**config.mk**
```make
export PLATFORM = sky130hd
export DESIGN_NAME = dmem_arbiter
export DESIGN_NICKNAME = d
export VERILOG_FILES = /design/src/rtl/dmem_arbiter_pkg.sv /design/src/rtl/dmem_arbiter.sv
export SDC_FILE = /design/constraint.sdc
export NUM_CORES = 1
export LEC_CHECK = 0
export ABC_AREA = 1
export CAP_MARGIN = 30
export CORE_AREA = 8 8 109 111
export CTS_CLUSTER_SIZE = 30
export DETAILED_ROUTE_END_ITERATION = 16
export DIE_AREA = 0 0 117 119
export HOLD_SLACK_MARGIN = 0.15
export PLACE_DENSITY_LB_ADDON = 0.12
export SLEW_MARGIN = 5
export SYNTH_ARGS = -nofsm -noshare
export SYNTH_HDL_FRONTEND = slang
export SYNTH_SLANG_ARGS = --single-unit
```
**constraint.sdc**
```tcl
create_clock -name clk -period 2.2 [get_ports clk]
set_input_delay 0.44 -clock clk [delete_from_list [all_inputs] [get_ports clk]]
set_output_delay 0.44 -clock clk [all_outputs]
set_load 0.05 [all_outputs]
```
**src/rtl/dmem_arbiter_pkg.sv**
```systemverilog
// Shared types and default widths for the data-memory arbiter.
package dmem_arbiter_pkg;

    typedef enum logic {
        ST_NORMAL = 1'b0,
        ST_FORCE  = 1'b1
    } arb_state_e;

    localparam int DEF_ADDR_W     = 32;
    localparam int DEF_DATA_W     = 32;
    localparam int DEF_STARVE_LIM = 4;
    localparam int DEF_CNT_W      = 3;

endpackage

```
**src/rtl/dmem_arbiter.sv**
```systemverilog
// Single-port data memory arbiter: core has fixed priority, DMA gets a
// forced slot after STARVE_LIM consecutive denials.
module dmem_arbiter
    import dmem_arbiter_pkg::*;
#(
    parameter int ADDR_W     = DEF_ADDR_W,
    parameter int DATA_W     = DEF_DATA_W,
    parameter int STARVE_LIM = DEF_STARVE_LIM,
    parameter int CNT_W      = DEF_CNT_W
) (
    input  logic              clk,
    input  logic              rst_n,
    input  logic              core_req,
    input  logic              core_we,
    input  logic [ADDR_W-1:0] core_addr,
    input  logic [DATA_W-1:0] core_wdata,
    output logic              core_gnt,
    output logic              core_stall,
    output logic [DATA_W-1:0] core_rdata,
    input  logic              dma_req,
    input  logic              dma_we,
    input  logic [ADDR_W-1:0] dma_addr,
    input  logic [DATA_W-1:0] dma_wdata,
    output logic              dma_gnt,
    output logic              dma_rvalid,
    output logic [DATA_W-1:0] dma_rdata,
    output logic              mem_read,
    output logic              mem_write,
    output logic [ADDR_W-1:0] mem_addr,
    output logic [DATA_W-1:0] mem_wdata,
    input  logic [DATA_W-1:0] mem_rdata
);

    localparam logic [CNT_W-1:0] CNT_TRIG = CNT_W'(STARVE_LIM - 1);
    localparam logic [CNT_W-1:0] CNT_MAX  = CNT_W'(STARVE_LIM);

    arb_state_e        state_q, state_d;
    logic [CNT_W-1:0]  starve_cnt_q, starve_cnt_d;
    logic              dma_rvalid_q, dma_rvalid_d;
    logic [DATA_W-1:0] dma_rdata_q, dma_rdata_d;

    // Grants are masked during reset so nothing touches memory while held.
    always_comb begin
        core_gnt = 1'b0;
        dma_gnt  = 1'b0;
        if (rst_n) begin
            if (state_q == ST_FORCE) begin
                dma_gnt  = dma_req;
                core_gnt = core_req && !dma_req;
            end else begin
                core_gnt = core_req;
                dma_gnt  = dma_req && !core_req;
            end
        end
    end

    always_comb begin
        mem_read  = 1'b0;
        mem_write = 1'b0;
        mem_addr  = '0;
        mem_wdata = '0;
        if (core_gnt) begin
            mem_read  = !core_we;
            mem_write = core_we;
            mem_addr  = core_addr;
            mem_wdata = core_wdata;
        end else if (dma_gnt) begin
            mem_read  = !dma_we;
            mem_write = dma_we;
            mem_addr  = dma_addr;
            mem_wdata = dma_wdata;
        end
    end

    assign core_stall = core_req && !core_gnt;
    assign core_rdata = (core_gnt && !core_we) ? mem_rdata : '0;
    assign dma_rvalid = dma_rvalid_q;
    assign dma_rdata  = dma_rdata_q;

    // A FORCE slot always lasts exactly one cycle and leaves the counter clear.
    always_comb begin
        state_d      = state_q;
        starve_cnt_d = starve_cnt_q;
        dma_rvalid_d = dma_gnt && !dma_we;
        dma_rdata_d  = dma_rvalid_d ? mem_rdata : dma_rdata_q;
        if (state_q == ST_FORCE) begin
            state_d      = ST_NORMAL;
            starve_cnt_d = '0;
        end else if (dma_req && !dma_gnt) begin
            if (starve_cnt_q == CNT_TRIG) begin
                state_d = ST_FORCE;
            end
            if (starve_cnt_q != CNT_MAX) begin
                starve_cnt_d = starve_cnt_q + CNT_W'(1);
            end
        end else begin
            starve_cnt_d = '0;
        end
    end

    always_ff @(posedge clk or negedge rst_n) begin
        if (!rst_n) begin
            state_q      <= ST_NORMAL;
            starve_cnt_q <= '0;
            dma_rvalid_q <= 1'b0;
            dma_rdata_q  <= '0;
        end else begin
            state_q      <= state_d;
            starve_cnt_q <= starve_cnt_d;
            dma_rvalid_q <= dma_rvalid_d;
            dma_rdata_q  <= dma_rdata_d;
        end
    end

endmodule

```
Fig. 1: cells by drive strength
(4 px per um)
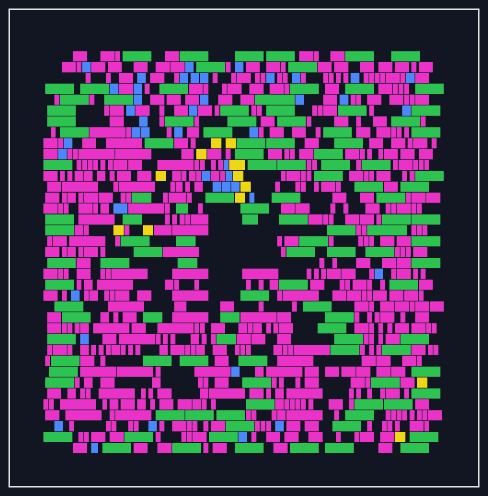
| colour | size | cells | most used |
|---|---|---|---|
| magenta | drive 1 or less | 582 | nand2_1 |
| blue | drive 2 | 44 | nand2_2 |
| yellow | drive 3 to 4 | 12 | buf_4 |
| green | drive 6 and up | 119 | buf_12 |

Fig. 2: signal wires on met3
(4 px per um)
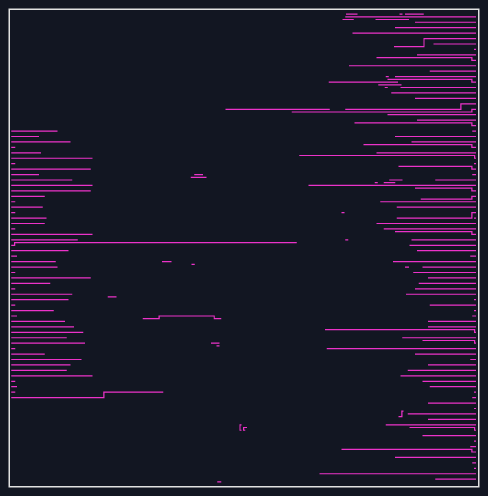
nets with wire on the layer: 153
wire length on this layer: 2110 um

Fig. 3: sequential cells coloured by netlist name
(3 px per um) Other sequential cells in the stronger grey, the rest of the logic in the fainter grey.
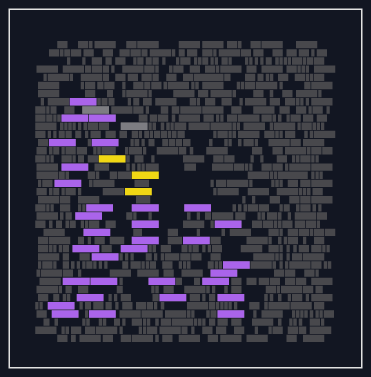
| colour | signal | placed flops |
|---|---|---|
| purple | `dma_rdata` | 32 |
| yellow | `starve_cnt_q` | 3 |
not coloured: 2
sequential power: 876 uW
Util after Layout: 71.3%
sequential cell area share: 12.9%

==> ds_physical_params.txt <==
Implementation parameters

Parameter                              Value

Worst setup path
  First element of the critical path    dma_req
  Worst Setup EP    core_rdata[25]
  R2R depth    7
  Buffer and inverter count on the worst path    5
  Worst Path Required    1760 ps
  Critical path start-end classification    primary input to output pin
  Setup slack, reg-to-reg    670 ps
  Slowest cell on crit path    dlygate4sd2_1

Clock network
  Cts repair resizes    23
  Num Clock Sinks    37
  Level count of the clock H-tree    2
  Clock Tree Root    clkbuf_8
  Deepest clock path buffer count    2

Place
  Cell area reported after detailed placement    0.00690 mm2
  Setup slack at placement    -129 ps
  Post-Place Cells    877

STA
  Final critical delay including setup and external delays    2160 ps
  Post-Route Skew    12.4 ps
  Crit path setup slack, layout    40.0 ps
  Total Neg Setup Slack    0 ps

Floorplan
  Pre-Place Util    27.2%
  Placeable core region    0.0101 mm2
  Area of the die    0.0139 mm2
  Horizontal die size    117 um

Route
  Mean number of vias per cell    4.53

Synth
  Cell taking the most area after synthesis    nand2_1
  Yosys cell types    20
  Mapped Cells    457
  Adder-cell share of the synthesized area    1.37%
  Area figure in the yosys stat output    0.00274 mm2
  Simple-gate share of the synthesized area    51.2%

Pwr
  Power group with the highest consumption    combinational cells
  Logic pwr share    60.7%
  LEAKAGE    3.46 nW
  Sequential Power Share    24.3%
  Power density over the cells    500 mW/mm2

Layout
  Non-clock buffer contribution to total cell area    59.7%
  Non-clk invs    45
  Area overhead of the layout relative to synthesis    163%
  Final antenna diode count    0
  Final nets    925
  Count of non-filler cells in the finished layout    893
  Flop Count    37
  Fraction of layout instances using a drive strength above 1    23.1%
  Most common logic cell in the routed design    nand2_1

Hold path
  Min-Delay Path Class    primary input to asynchronous set/reset pin

Global routing
  Overflow left after global routing    0
  Vias in the first global route    4214

Outcome
  Outcome    finished, final reports clean
Fig. 4: wire density map
(3 px per um) The die is cut into 23 by 24 equal tiles; black is low, pale yellow is high, scaled to the fullest tile. Values are wire area over tile area, all layers added.
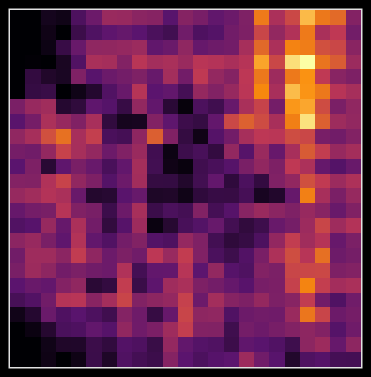
nearly empty tiles: 3.6%
densest ninth of the die: top right
fullest tile: 0.64

Fig. 5: the clock network
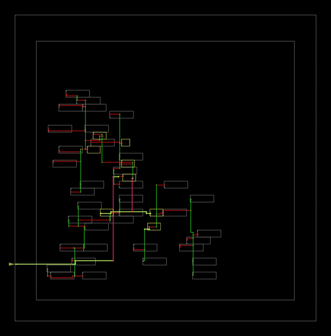
Clk power: 539 uW
# clk buffers: 7
TritonCTS Buffers: 5
Latency at later pin: 290 ps

[worst register-to-register path, delay by kind of cell (launching register included)]
family        cells  cell delay, ps
buf+inv           3             670
flops             1             390
simple gates      4             370
[sequential cells by signal (all words and copies together), names as in the netlist]
name and cells:
starve_cnt_q 3, state_q 1, dma_rvalid 1, dma_rdata 32
[cell usage after synthesis, drive strengths merged]
| master | instances |
|---|---|
| and2 | 1 |
| nand4 | 34 |
| inv | 43 |
| clkinv | 2 |
| dfrtp | 37 |
| nand3 | 1 |
| ha | 3 |
| clkbuf | 6 |
| buf | 23 |
| o21ai | 2 |
| xor2 | 1 |
| nand2 | 265 |
| nor2 | 39 |
No activity file was given, so power comes from the tool's default toggle rates.
